m1.png
Scale bar: 20 µm.
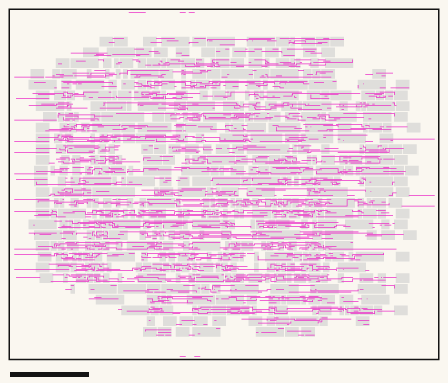
m2.png
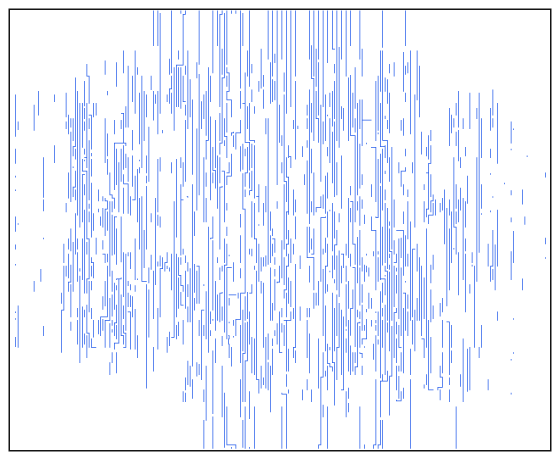
m3.png
Scale bar: 20 µm.
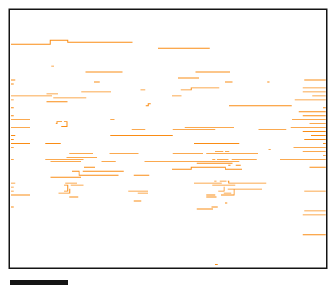
m4.png
Scale bar: 20 µm.
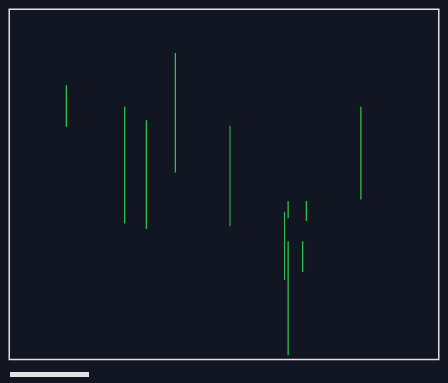
clock_nets.png
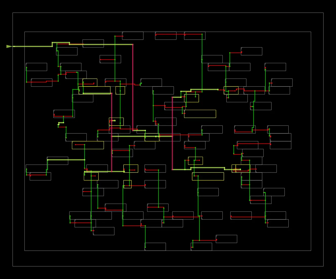
### config.mk
export PLATFORM = sky130hd
export DESIGN_NAME = sram_march_bist
export DESIGN_NICKNAME = d
export VERILOG_FILES = /design/src/rtl/sram_march_bist.sv
export SDC_FILE = /design/constraint.sdc
export NUM_CORES = 1
export LEC_CHECK = 0
export CORE_ASPECT_RATIO = 0.8
export CORE_MARGIN = 4
export CORE_UTILIZATION = 50
export CTS_CLUSTER_DIAMETER = 200
export CTS_CLUSTER_SIZE = 16
export DETAILED_ROUTE_END_ITERATION = 8
export GPL_TIMING_DRIVEN = 0
export MAX_ROUTING_LAYER = met4
export PLACE_DENSITY_LB_ADDON = 0.3
export RECOVER_POWER = 100
export SKIP_LAST_GASP = 1
export SYNTH_ARGS = -nofsm -noshare
export SYNTH_HDL_FRONTEND = slang
export SYNTH_SLANG_ARGS = --single-unit
### constraint.sdc
create_clock -name clk -period 4.05 [get_ports clk]
set_input_delay 0.6075 -clock clk [delete_from_list [all_inputs] [get_ports clk]]
set_output_delay 0.6075 -clock clk [all_outputs]
set_load 0.03 [all_outputs]
### src/rtl/sram_march_bist.sv
// March-style SRAM self-test: four ascending passes (write pat, verify pat,
// write ~pat, verify ~pat) with pat(a) = a ^ seed, driven through a simple
// request/ready SRAM controller. Miscompares are counted and the first one
// is captured; the run always completes.
//
// state   | meaning
// --------+-----------------------------------------------------------
// IDLE    | no run since reset, waiting for start
// ISSUE   | waiting for ready, then a one-cycle mem request
// WAIT_LO | gives the controller one cycle to drop ready
// WAIT_HI | waiting for ready to return (access finished)
// CHECK   | compare read data, then advance address/pass
// ADV     | advance address/pass after a write
// DONE    | run finished, status and error capture held
module sram_march_bist #(
    parameter int              ADDR_W    = 19,
    parameter int              DATA_W    = 8,
    parameter logic [ADDR_W-1:0] LAST_ADDR = '1
) (
    input  logic              clk,
    input  logic              reset,
    input  logic              start,
    input  logic [DATA_W-1:0] seed,
    output logic              mem,
    output logic              rw,
    output logic [ADDR_W-1:0] addr,
    output logic [DATA_W-1:0] data_f2s,
    input  logic              ready,
    input  logic [DATA_W-1:0] data_s2f,
    output logic              busy,
    output logic              done,
    output logic              fail,
    output logic [ADDR_W-1:0] err_addr,
    output logic [DATA_W-1:0] err_exp,
    output logic [DATA_W-1:0] err_got,
    output logic [7:0]        err_cnt
);

    typedef enum logic [2:0] {
        IDLE, ISSUE, WAIT_LO, WAIT_HI, CHECK, ADV, DONE
    } state_t;

    state_t            state_q, state_d;
    logic [ADDR_W-1:0] addr_q, addr_d;
    logic [1:0]        pass_q, pass_d;
    logic [DATA_W-1:0] seed_q, seed_d;
    logic              fail_q, fail_d;
    logic [ADDR_W-1:0] err_addr_q, err_addr_d;
    logic [DATA_W-1:0] err_exp_q, err_exp_d;
    logic [DATA_W-1:0] err_got_q, err_got_d;
    logic [7:0]        err_cnt_q, err_cnt_d;

    logic [DATA_W-1:0] pat;
    logic [DATA_W-1:0] exp_data;
    logic              do_adv;

    // pass[0] = read pass, pass[1] = inverted pattern
    assign pat      = DATA_W'(addr_q) ^ seed_q;
    assign exp_data = pass_q[1] ? ~pat : pat;

    assign addr     = addr_q;
    assign busy     = (state_q != IDLE) && (state_q != DONE);
    assign done     = (state_q == DONE);
    assign fail     = fail_q;
    assign err_addr = err_addr_q;
    assign err_exp  = err_exp_q;
    assign err_got  = err_got_q;
    assign err_cnt  = err_cnt_q;

    // Next-state, request outputs and error bookkeeping
    always_comb begin
        state_d    = state_q;
        addr_d     = addr_q;
        pass_d     = pass_q;
        seed_d     = seed_q;
        fail_d     = fail_q;
        err_addr_d = err_addr_q;
        err_exp_d  = err_exp_q;
        err_got_d  = err_got_q;
        err_cnt_d  = err_cnt_q;
        mem        = 1'b0;
        rw         = 1'b1;
        data_f2s   = '0;
        do_adv     = 1'b0;

        case (state_q)
            IDLE, DONE: begin
                if (start) begin
                    fail_d     = 1'b0;
                    err_addr_d = '0;
                    err_exp_d  = '0;
                    err_got_d  = '0;
                    err_cnt_d  = '0;
                    seed_d     = seed;
                    addr_d     = '0;
                    pass_d     = 2'd0;
                    state_d    = ISSUE;
                end
            end
            ISSUE: begin
                if (ready) begin
                    mem      = 1'b1;
                    rw       = pass_q[0];
                    data_f2s = pass_q[0] ? '0 : exp_data;
                    state_d  = WAIT_LO;
                end
            end
            WAIT_LO: state_d = WAIT_HI;
            WAIT_HI: begin
                if (ready) begin
                    state_d = pass_q[0] ? CHECK : ADV;
                end
            end
            CHECK: begin
                // Compare and advance in the same cycle to keep read spacing
                // equal to write spacing.
                if (data_s2f != exp_data) begin
                    fail_d = 1'b1;
                    if (err_cnt_q != 8'hFF) begin
                        err_cnt_d = err_cnt_q + 8'd1;
                    end
                    if (!fail_q) begin
                        err_addr_d = addr_q;
                        err_exp_d  = exp_data;
                        err_got_d  = data_s2f;
                    end
                end
                do_adv = 1'b1;
            end
            ADV:     do_adv = 1'b1;
            default: state_d = IDLE;
        endcase

        if (do_adv) begin
            if (addr_q < LAST_ADDR) begin
                addr_d  = addr_q + 1'b1;
                state_d = ISSUE;
            end else begin
                addr_d = '0;
                if (pass_q != 2'd3) begin
                    pass_d  = pass_q + 2'd1;
                    state_d = ISSUE;
                end else begin
                    state_d = DONE;
                end
            end
        end
    end

    // State and status registers with synchronous reset
    always_ff @(posedge clk) begin
        if (reset) begin
            state_q    <= IDLE;
            addr_q     <= '0;
            pass_q     <= 2'd0;
            seed_q     <= '0;
            fail_q     <= 1'b0;
            err_addr_q <= '0;
            err_exp_q  <= '0;
            err_got_q  <= '0;
            err_cnt_q  <= '0;
        end else begin
            state_q    <= state_d;
            addr_q     <= addr_d;
            pass_q     <= pass_d;
            seed_q     <= seed_d;
            fail_q     <= fail_d;
            err_addr_q <= err_addr_d;
            err_exp_q  <= err_exp_d;
            err_got_q  <= err_got_d;
            err_cnt_q  <= err_cnt_d;
        end
    end

endmodule

==> results.txt <==
Outcome = finished, final reports clean
Flop+latch power = 0.765 mW
Max frequency = 0.2791 GHz
Most instantiated cells after synthesis = dfxtp_1, nor2_1, nand2_1
Max-Slew Margin vs Limit = 16.21%
Die Area = 9556 µm²
Register bit total from synthesis = 76
Avg Cell Area, Syn = 8.710 µm²
Vias per std cell = 5.696
IO Port Bufs = 94
Rows = 28
Top cells by area = dfxtp_1, mux2i_1, nand2b_1, nor2_1, nand2_1
Main synth FF type = dfxtp_1
H-tree levels = 3
Antenna Diode Count = 0
Combinational Area = 2295 µm²
Final hold vios = 0
Class of the worst hold path = flop to flop
Initial antenna violation count = 0
Met2 wire length = 5423 µm
RePlAce Congestion = 0.8669
Gr ovfl total = 0
Multi-input gates = 345
Met1 WL = 4900 µm
Layout cells sized above 1 = 6.993%
Psw = 0.4137 mW
Sequential fraction of the synthesis area = 37.81%
ClkCell Share = 4.955%
Dominant kind of cell = logic gates
Unrepaired setup endpoints after global routing = no
Register Area = 1521 µm²
Internal = 1.321 mW
DR pass1 iterations = 5
Post-Syn Instances = 462
Cell Count Post-Placement = 661
Post-CTS Hold Buffers = 0
CP delay by family, top = buffers and inverters
Metal3 WL = 805 µm
Area share, top type = 37.81%
Drt wl/cell = 16.74 µm
Worst path required time = 4330 ps
Crit-path max FO = 10
Layout non-clock buf frac = 20.46%
CTS resizes = 0
Power Combinational = 0.209 mW
Placed inst area = 5096 µm²
Buffers & Inverters on Critical Path = 2
Die span in y = 88.24 µm
Starting Density = 52.93%
Startpoint types = input pin
Post-route antenna net violation count = 0
Most Used Layer, Global Route = met2
Final Cycle Share = 88.47%
Logic pwr share = 12.1%
Vias in the first global route = 3784
Peak supply drop = 0.2353 mV
TritonCTS Sinks = 76
Final #Nets = 590
Worst setup EP type = flop
Largest Pwr Group = sequential cells
Yosys cell count = 462
Sw frac = 23.85%
Worst path arrival time = 3860 ps
Final Setup Violations = 0
Core area = 7602 µm²
Slowest cell on crit path = o21ai_1
Setup bufs post-CTS = 0
Sum Neg Setup Slack = 0 ps
Top-count cell post-synth = dfxtp_1
Pins Over Slew Limit = 0
Post-route minimum period = 3583 ps
Reg2reg setup slack = 530 ps
Combinational share of cell area = 43.07%
Floorplan Nets = 485
Non-CTS inverters = 7
Root buffer cell = clkbuf_8
Die W = 108.3 µm
First-pass GRT wire length = 18660 µm
Tapcell Cnt = 105
Tot GR Track Use = 25.50%
CTS clock-pin slew for the worst setup and hold paths = 80 ps
Async SR Flop Fraction = 0%
Final Core Density = 70.08%
CTS tree = built
Critical-path cell list = clkdlybuf4s50_1, xnor3_1, or4_4, mux2i_4, nand4_4, o21ai_1, clkbuf_2, mux2i_1
Buffers excl. clock = 128
Clock network power share = 43.8%
Netlist Area Pre-Place = 4024 µm²
Flop share of the area = 28.56%
Initial DRC count = 285
Flop pwr share = 44.1%
Hold Slack = 473.3 ps
Yosys top cell by area = dfxtp_1
Area figure in the yosys stat output = 4024 µm²
Highest metal used = met4
Fill cells = 610
Area delta synth->final = 32.40%
Cell Type Count = 52
Number of enable flip-flop cells = 0
Detailed placement HPWL = 8197 µm
Yosys warns = 0
Design area = 5328 µm²
Max Buffers Root-to-Sink = 2
Non-Filler Instances = 677
Worst slew pin tran = 1246 ps
DRC violations left = 0
# IOs = 95
Largest net degree at the start of global routing = 14
OpenROAD warnings = 26
Max incr delay on CP = 830 ps
# clk buffers = 10
CP Class = input pin to flop
MaxCap Viol Count = 0
Pleak = 2.234 nW
Pwr Density = 325.6 nW/µm²
About m1.png:
wire length on this layer = 4900 µm
share of all routed wire = 43%
met1 usage: 32.36%
Total Wirelength: 11340 µm
DR vias: 3856

About m2.png:
share of all routed wire = 48%
main direction = vertical
longest straight run = 36.4 µm
wire length on this layer = 5420 µm
nets with wire on the layer = 507
M2 GR Usage: 41.03%

About m3.png:
main direction = horizontal
longest straight run = 32.2 µm
wire length on this layer = 806 µm
GR Util met3: 5.179%

About m4.png:
main direction = vertical
nets with wire on the layer = 10
longest straight run = 29.9 µm
wire length on this layer = 207 µm
share of all routed wire = 1.8%

About clock_nets.png:
worst clock skew: 6.712 ps
clk_lat worst skew: 350 ps
flip-flops: 76
Num CTS Buffers: 9
Clock Power: 0.761 mW

[through the flow]
stage / total power [mW] / setup WS [ps]
2_1_floorplan: 0.9276 / 1102
3_3_place_gp: 0.9907 / 634.5
4_1_cts: 1.746 / 689.0
3_5_place_dp: 0.9945 / 603.7
6_report: 1.735 / 466.8
5_1_grt: 1.796 / 269.9
[layout by cell type, fill, tap and decap left out, types with 4 or more instances in the layout]
master / instances
or2_2: 7
nand2_1: 45
mux2i_1: 35
or3_1: 4
nand3_1: 11
o21ai_0: 13
nand4_1: 6
mux2_2: 6
a311oi_1: 7
xnor2_1: 8
nor3_1: 13
nor2b_1: 11
xor2_1: 8
clkbuf_8: 9
clkdlybuf4s50_1: 18
nand2b_1: 29
nor2_1: 47
dlygate4sd3_1: 76
a21o_1: 6
clkbuf_1: 28
dfxtp_1: 76
a21oi_1: 26
bufinv_16: 4
inv_1: 7
a31oi_1: 12
and3_1: 7
xnor3_1: 5
[final timing paths]
kind | cells past startpoint | end | from
worst max register to register | 8 | err_addr[16]$_SDFFE_PP0P_ | addr[5]$_SDFFE_PP0P_
worst min-delay path | 2 | err_addr[6]$_SDFFE_PP0P_ | err_addr[6]$_SDFFE_PP0P_
worst min register to register | 2 | err_addr[6]$_SDFFE_PP0P_ | err_addr[6]$_SDFFE_PP0P_
worst max-delay path | 8 | err_addr[16]$_SDFFE_PP0P_ | data_s2f[6]
[state kept, by name, summed over array words and instances (netlist names)]
name and flops:
addr 19, err_got 8, fail 1, err_cnt 8, state_q 3, pass_q 2, err_addr 19, err_exp 8
seed_q 8
[cell families after synthesis]
logic type,synth area share (%)
and+or+nand+nor,25.19
AOI/OAI and AO/OA,12.72
xor gates and xnor gates,6.872
adders and majority gates,0.9329
muxes,11.78
buffers and inverters,4.695
DFF,37.81
Power figures rest on the tool's default switching activity, not on a simulated workload.
